==> images/final_congestion.png <==
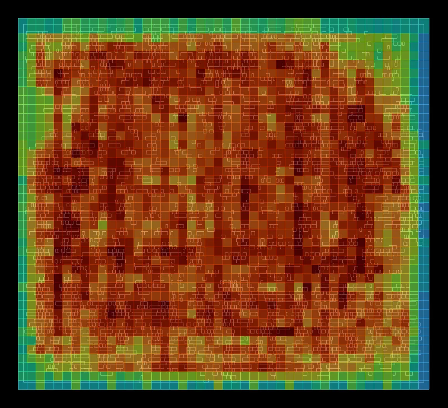
==> images/gate_families.png <==
Bar = 100 um.
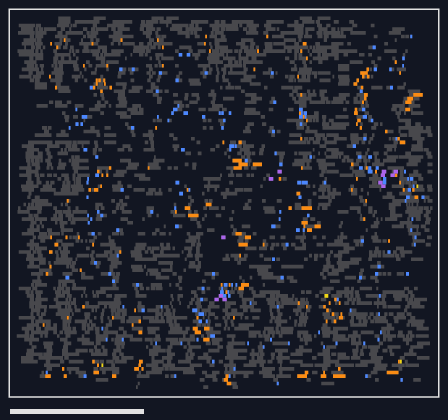
===== src/rtl/piece_move_ctl.sv =====
// piece_move_ctl
// Chess-board move controller. Holds the 64-square board, runs the local
// pick/place interaction with the mouse, reports each completed local move
// through a valid/ready handshake and applies moves received from a remote
// peer.
//
// Ports
//   clk, rst_n                 clock, asynchronous active-low reset
//   mouse_position[5:0]        square under the cursor (row*8 + col, row 0 top)
//   pick_piece, place_piece    single-cycle requests from the UI
//   draw_square[5:0]           renderer query; draw_piece[3:0] answers 1 cycle later
//   held_valid, held_piece     piece currently in hand
//   move_valid/src/dst/captured, move_ready   local move report handshake
//   rx_move_valid/src/dst, rx_move_ready      remote move input handshake
//   turn                       side to move (0 white, 1 black)
//
// Piece code: 0 empty, bit3 colour (1 black), bits2:0 type
//   (1 pawn, 2 knight, 3 bishop, 4 rook, 5 queen, 6 king).
//
// Build option PIECE_MOVE_TURN_CHECK_EN: when defined, only the side to move
// may pick, and turn toggles on every local or remote move. When undefined,
// any occupied square is pickable and turn stays 0.
//
// state  | meaning
// IDLE   | waiting for a pick or a remote move
// PICK   | one cycle, loads the piece in hand from the source square
// HOLD   | piece in hand, waiting for a legal place
// PLACE  | one cycle, writes the board and latches the move report
// REPORT | move report presented until accepted

module piece_move_ctl #(
   parameter bit CANCEL_ON_SRC = 1'b1
) (
   input  logic       clk,
   input  logic       rst_n,
   input  logic [5:0] mouse_position,
   input  logic       pick_piece,
   input  logic       place_piece,
   input  logic [5:0] draw_square,
   output logic [3:0] draw_piece,
   output logic       held_valid,
   output logic [3:0] held_piece,
   output logic       move_valid,
   output logic [5:0] move_src,
   output logic [5:0] move_dst,
   output logic [3:0] move_captured,
   input  logic       move_ready,
   input  logic       rx_move_valid,
   input  logic [5:0] rx_src,
   input  logic [5:0] rx_dst,
   output logic       rx_move_ready,
   output logic       turn
);

   typedef enum logic [2:0] {
      S_IDLE, S_PICK, S_HOLD, S_PLACE, S_REPORT
   } state_t;

   state_t     r_state;
   state_t     w_state_nxt;
   logic [3:0] r_board [64];
   logic [5:0] r_src;
   logic [5:0] r_dst;
   logic [3:0] r_held_piece;
   logic [5:0] r_move_src;
   logic [5:0] r_move_dst;
   logic [3:0] r_move_captured;
   logic [3:0] r_draw_piece;

   logic [3:0] w_mouse_code;
   logic       w_turn_ok;
   logic       w_rx_fire;
   logic       w_pick_fire;
   logic       w_cancel;
   logic       w_same_colour;
   logic       w_place_go;

   function automatic logic [3:0] start_code(input logic [5:0] sq);
      logic [2:0] back_type;
      case (sq[2:0])
         3'd0, 3'd7: back_type = 3'd4;
         3'd1, 3'd6: back_type = 3'd2;
         3'd2, 3'd5: back_type = 3'd3;
         3'd3:       back_type = 3'd5;
         default:    back_type = 3'd6;
      endcase
      case (sq[5:3])
         3'd0:    start_code = {1'b1, back_type};
         3'd1:    start_code = 4'h9;
         3'd6:    start_code = 4'h1;
         3'd7:    start_code = {1'b0, back_type};
         default: start_code = 4'h0;
      endcase
   endfunction

   assign w_mouse_code  = r_board[mouse_position];
   assign w_rx_fire     = rx_move_valid && (r_state == S_IDLE);
   // A remote move wins over a simultaneous pick; the pick is simply dropped.
   assign w_pick_fire   = (r_state == S_IDLE) && !rx_move_valid && pick_piece &&
                          (w_mouse_code != 4'h0) && w_turn_ok;
   assign w_cancel      = CANCEL_ON_SRC && (mouse_position == r_src);
   assign w_same_colour = (w_mouse_code != 4'h0) && (w_mouse_code[3] == r_held_piece[3]);
   assign w_place_go    = (r_state == S_HOLD) && place_piece && !w_cancel && !w_same_colour;

`ifdef PIECE_MOVE_TURN_CHECK_EN
   logic r_turn;
   always_ff @(posedge clk or negedge rst_n) begin
      if (!rst_n)
         r_turn <= 1'b0;
      else if (w_rx_fire || (r_state == S_PLACE))
         r_turn <= ~r_turn;
   end
   assign turn      = r_turn;
   assign w_turn_ok = (w_mouse_code[3] == r_turn);
`else
   assign turn      = 1'b0;
   assign w_turn_ok = 1'b1;
`endif

   always_ff @(posedge clk or negedge rst_n) begin
      if (!rst_n)
         r_state <= S_IDLE;
      else
         r_state <= w_state_nxt;
   end

   always_comb begin
      w_state_nxt = r_state;
      case (r_state)
         S_IDLE:   if (w_pick_fire) w_state_nxt = S_PICK;
         S_PICK:   w_state_nxt = S_HOLD;
         S_HOLD: begin
            if (place_piece) begin
               if (w_cancel)
                  w_state_nxt = S_IDLE;
               else if (!w_same_colour)
                  w_state_nxt = S_PLACE;
            end
         end
         S_PLACE:  w_state_nxt = S_REPORT;
         S_REPORT: if (move_ready) w_state_nxt = S_IDLE;
         default:  w_state_nxt = S_IDLE;
      endcase
   end

   // Board reset reloads the start position, so any move in flight is lost.
   always_ff @(posedge clk or negedge rst_n) begin
      if (!rst_n) begin
         for (int i = 0; i < 64; i++)
            r_board[i] <= start_code(6'(i));
      end else if (w_rx_fire) begin
         // src == dst must leave the square intact, so skip the clear.
         if (rx_src != rx_dst) begin
            r_board[rx_dst] <= r_board[rx_src];
            r_board[rx_src] <= 4'h0;
         end
      end else if (r_state == S_PLACE) begin
         r_board[r_dst] <= r_held_piece;
         r_board[r_src] <= 4'h0;
      end
   end

   always_ff @(posedge clk or negedge rst_n) begin
      if (!rst_n) begin
         r_src           <= 6'd0;
         r_dst           <= 6'd0;
         r_held_piece    <= 4'h0;
         r_move_src      <= 6'd0;
         r_move_dst      <= 6'd0;
         r_move_captured <= 4'h0;
         r_draw_piece    <= 4'h0;
      end else begin
         r_draw_piece <= r_board[draw_square];
         if (w_pick_fire)
            r_src <= mouse_position;
         if (r_state == S_PICK)
            r_held_piece <= r_board[r_src];
         if (w_place_go)
            r_dst <= mouse_position;
         if (r_state == S_PLACE) begin
            r_move_src      <= r_src;
            r_move_dst      <= r_dst;
            r_move_captured <= r_board[r_dst];
         end
      end
   end

   assign draw_piece    = r_draw_piece;
   assign held_valid    = (r_state == S_HOLD);
   assign held_piece    = r_held_piece;
   assign move_valid    = (r_state == S_REPORT);
   assign move_src      = r_move_src;
   assign move_dst      = r_move_dst;
   assign move_captured = r_move_captured;
   assign rx_move_ready = (r_state == S_IDLE);

endmodule


===== config.mk =====
export PLATFORM = sky130hd
export DESIGN_NAME = piece_move_ctl
export DESIGN_NICKNAME = d
export VERILOG_FILES = /design/src/rtl/piece_move_ctl.sv
export SDC_FILE = /design/constraint.sdc
export NUM_CORES = 2
export LEC_CHECK = 0
export CORE_ASPECT_RATIO = 0.9
export CORE_MARGIN = 4
export CORE_UTILIZATION = 30
export DETAILED_ROUTE_END_ITERATION = 10
export GPL_TIMING_DRIVEN = 0
export PLACE_DENSITY = 0.43
export SLEW_MARGIN = 20
export SYNTH_ARGS = -nofsm -noshare
export SYNTH_HDL_FRONTEND = slang
export SYNTH_SLANG_ARGS = --single-unit

===== constraint.sdc =====
create_clock -name clk -period 3.82 [get_ports clk]
set_input_delay 0.764 -clock clk [delete_from_list [all_inputs] [get_ports clk]]
set_output_delay 0.764 -clock clk [all_outputs]
set_load 0.05 [all_outputs]

==> flow_metrics.tcl <==
# metrics dict for downstream scripts
set metrics [dict create \
    worstPathRequired_ns 4.36 \
    hold_viol 0 \
    die_h_um 288 \
    seq_area_mm2 0.00745 \
    synth_chip_area_mm2 0.0261 \
    fp_util 0.303 \
    area.growth.synth_to_final_pct 19.0 \
    finalPower_mw 27.0 \
    ir_drop_v 0.000437 \
    grt_max_degree 88 \
    skew_ns 0.0226 \
    arrival_ns 4.60 \
    combGateArea_mm2 0.0178 \
    vias 33900 \
    p_int_mw 10.8 \
    holdBufCountCts 0 \
    synth_area_mm2 0.0261 \
    final_cell_area_mm2 0.0310 \
    finalSetupViolations 241 \
    warnings 27 \
    drc_errors 0 \
    cp-start-kind "flop" \
    cts_buffer_depth 3 \
    worst_path_max_delay_cell "buf_2" \
    top_layer_used "met5" \
    synthArstFlopShare 1.00 \
    drt_iter0_markers 6752 \
    worst_skew_pair.late_latency_ns 0.61 \
    gp_congestion 1.08 \
    use_met2 0.638 \
    placed_area_mm2 0.0287 \
    wl_met1_um 84500 \
    critPathKind "reg2reg" \
    p_leak_nw 11.1 \
    clockPowerShare 0.150 \
    wirelength_um 234000 \
    flop_cell "dfrtp_1" \
    path_buffers 4 \
    yosys_warnings 0 \
    dp_hpwl_um 165000 \
    die_w_um 319 \
    htreeDepth 2 \
    grt_pass1_wl_um 302000 \
    overflow 0 \
    fp.coreArea_mm2 0.0861 \
    met3_length_um 39800 \
    cp_cell_sequence "nor3_1 -> nand2_1 -> clkbuf_2 -> o21ai_1 -> buf_4 -> buf_2 -> clkbuf_1 -> a22o_1" \
    vias_per_cell 8.20 \
    cts_tree "done" \
    cts_buffers 39 \
    dp_cells 3987 \
    p_sw_frac 0.600 \
    max_stage_delay_ns 0.65 \
    wire_per_inst_um 56.5 \
    syn_avg_cell_area_um2 9.44 \
    syn_inst 2760 \
    outcome "finished with violations" \
    syn_nets 2790 \
    cpLargestDelayFamily "buffers and inverters" \
    drtPass1Iterations 7 \
    edf_count 0 \
    antenna_found_initial 55 \
    power_frac_seq 0.268 \
    max_slew_margin 0.0397 \
    layout.nets 2920 \
    synth_cell_types 66 \
    dr_wl_met2_um 86500 \
    switchingPower_mw 16.2 \
    synth_flops 295 \
    busiest_layer "met2" \
    grt_pass1_vias 30500 \
    violations "setup timing" \
    maxSlewViolCount 0 \
    antenna_left 0 \
    setup_ws_ns -0.244 \
    combPwrFrac 0.581 \
    fmax_ghz 0.246 \
    drive_above_1_share 0.198 \
    n_fill_cell 8815 \
    synth_seq_share 0.286 \
    max_cap_violations 0 \
    min_path_type "in2async" \
    chipArea_mm2 0.0917 \
    rows 102 \
]
About final_congestion.png:
end-of-flow core utilization: 0.360
GRT Total Usage: 0.490

About gate_families.png:
NOR gates -> orange  # cells 180, most used nor2_1, where widely spread
NAND gates -> blue  # cells 181, most used nand2_1, where widely spread
inverters -> yellow  # cells 4, most used inv_1
XOR/XNOR gates -> purple  # cells 12, most used xnor2_1
post-route non-filler standard cell count: 4133
Comb/total area: 0.573

==> repair_timing <==
item / in CTS / in global routing
endpoints found under the hold margin: 0 / 0
resized: 196 / 50
buffers inserted: 15 / 1
pin swaps: 10 / 7
endpoints found under the setup margin: 277 / 235
==> area by class of cell <==
type,instances,area share
Clock inverter,11,0.00540
Clock buffer,60,0.0376
Antenna cell,69,0.00556
Tap cell,1144,0.0461
Buffer,301,0.0545
Inverter,4,0.000605
Timing Repair Buffer,101,0.0368
Sequential cell,295,0.240
Multi-Input combinational cell,2148,0.573
==> registers in the layout, indices dropped and copies added, names as in the netlist <==
name / cells
held_piece: 4
r_dst: 6
move_dst: 6
draw_piece: 4
r_state: 3
r_board: 256
move_captured: 4
r_src: 6
move_src: 6
==> kinds of logic after synthesis <==
logic type	Yosys count	synth area share
AOI/OAI and AO/OA	1304	0.362
buffers and inverters	317	0.0490
DFF	295	0.286
and+or+nand+nor	412	0.0857
xor gates and xnor gates	12	0.00403
other	1	0.000144
muxes	419	0.214
==> power by group through the flow <==
stage | sequential [mW] | combinational (mW) | clock, mW
3_3_place_gp | 6.84 | 13.8 | 0
5_1_grt | 7.06 | 15.4 | 4.19
6_report | 7.24 | 15.7 | 4.06
2_1_floorplan | 5.72 | 6.96 | 0
4_1_cts | 6.87 | 14.4 | 4.06
3_5_place_dp | 6.82 | 14.2 | 0
==> synthesized netlist by cell type, types with 48 or more instances <==
library cell / n / area share
dfrtp_1: 239 / 0.23
nand4_1: 48 / 0.012
mux4_2: 107 / 0.092
mux2i_1: 284 / 0.11
a22oi_1: 282 / 0.081
clkbuf_1: 240 / 0.035
dfstp_2: 56 / 0.056
a22o_1: 310 / 0.10
o22ai_1: 323 / 0.078
a221oi_1: 52 / 0.017
nor2_1: 100 / 0.014
o21ai_0: 147 / 0.028
nand2_1: 76 / 0.011
o211ai_1: 78 / 0.022
==> through the flow <==
stage	setup TNS (ns)	hold slack (ns)
3_5_place_dp	-629.97	0.475
5_1_grt	-0.0504	0.133
4_1_cts	0	0.110
6_report	-22.47	0.0989
3_3_place_gp	-4050.96	0.467
2_1_floorplan	0	0.459
==> cell usage in the layout, fill, tap and decap left out, types with 46 or more instances in the layout <==
master and instances:
o22ai_1 321, a22o_1 310, mux2i_1 282, a22oi_1 281, dfrtp_1 237, o21ai_0 145
clkbuf_1 128, mux4_2 107, nor2_1 95, o211ai_1 78, nand2_1 73, diode_2 69
clkbuf_2 64, dfstp_2 56, a221oi_1 52, nand4_1 48, buf_4 46
==> worst paths after layout <==
| check | start | endpoint | slack (ns) | cells after the start |
|---|---|---|---|---|
| min | rst_n | r_board[228]$_DFFE_PN0P_ | 0.1 | 1 |
| max | r_state[1]$_DFFE_PN0P_ | r_board[20]$_DFFE_PN1P_ | -0.24 | 8 |
| min reg2reg | move_captured[0]$_DFFE_PN0P_ | move_captured[0]$_DFFE_PN0P_ | 0.48 | 2 |
| max in group asynchronous | rst_n | r_board[56]$_DFFE_PN1P_ | 2.43 | 3 |
| min in group clk | move_captured[0]$_DFFE_PN0P_ | move_captured[0]$_DFFE_PN0P_ | 0.48 | 2 |
| max reg2reg | r_state[1]$_DFFE_PN0P_ | r_board[20]$_DFFE_PN1P_ | -0.24 | 8 |
Power and IR drop assume default switching activity.
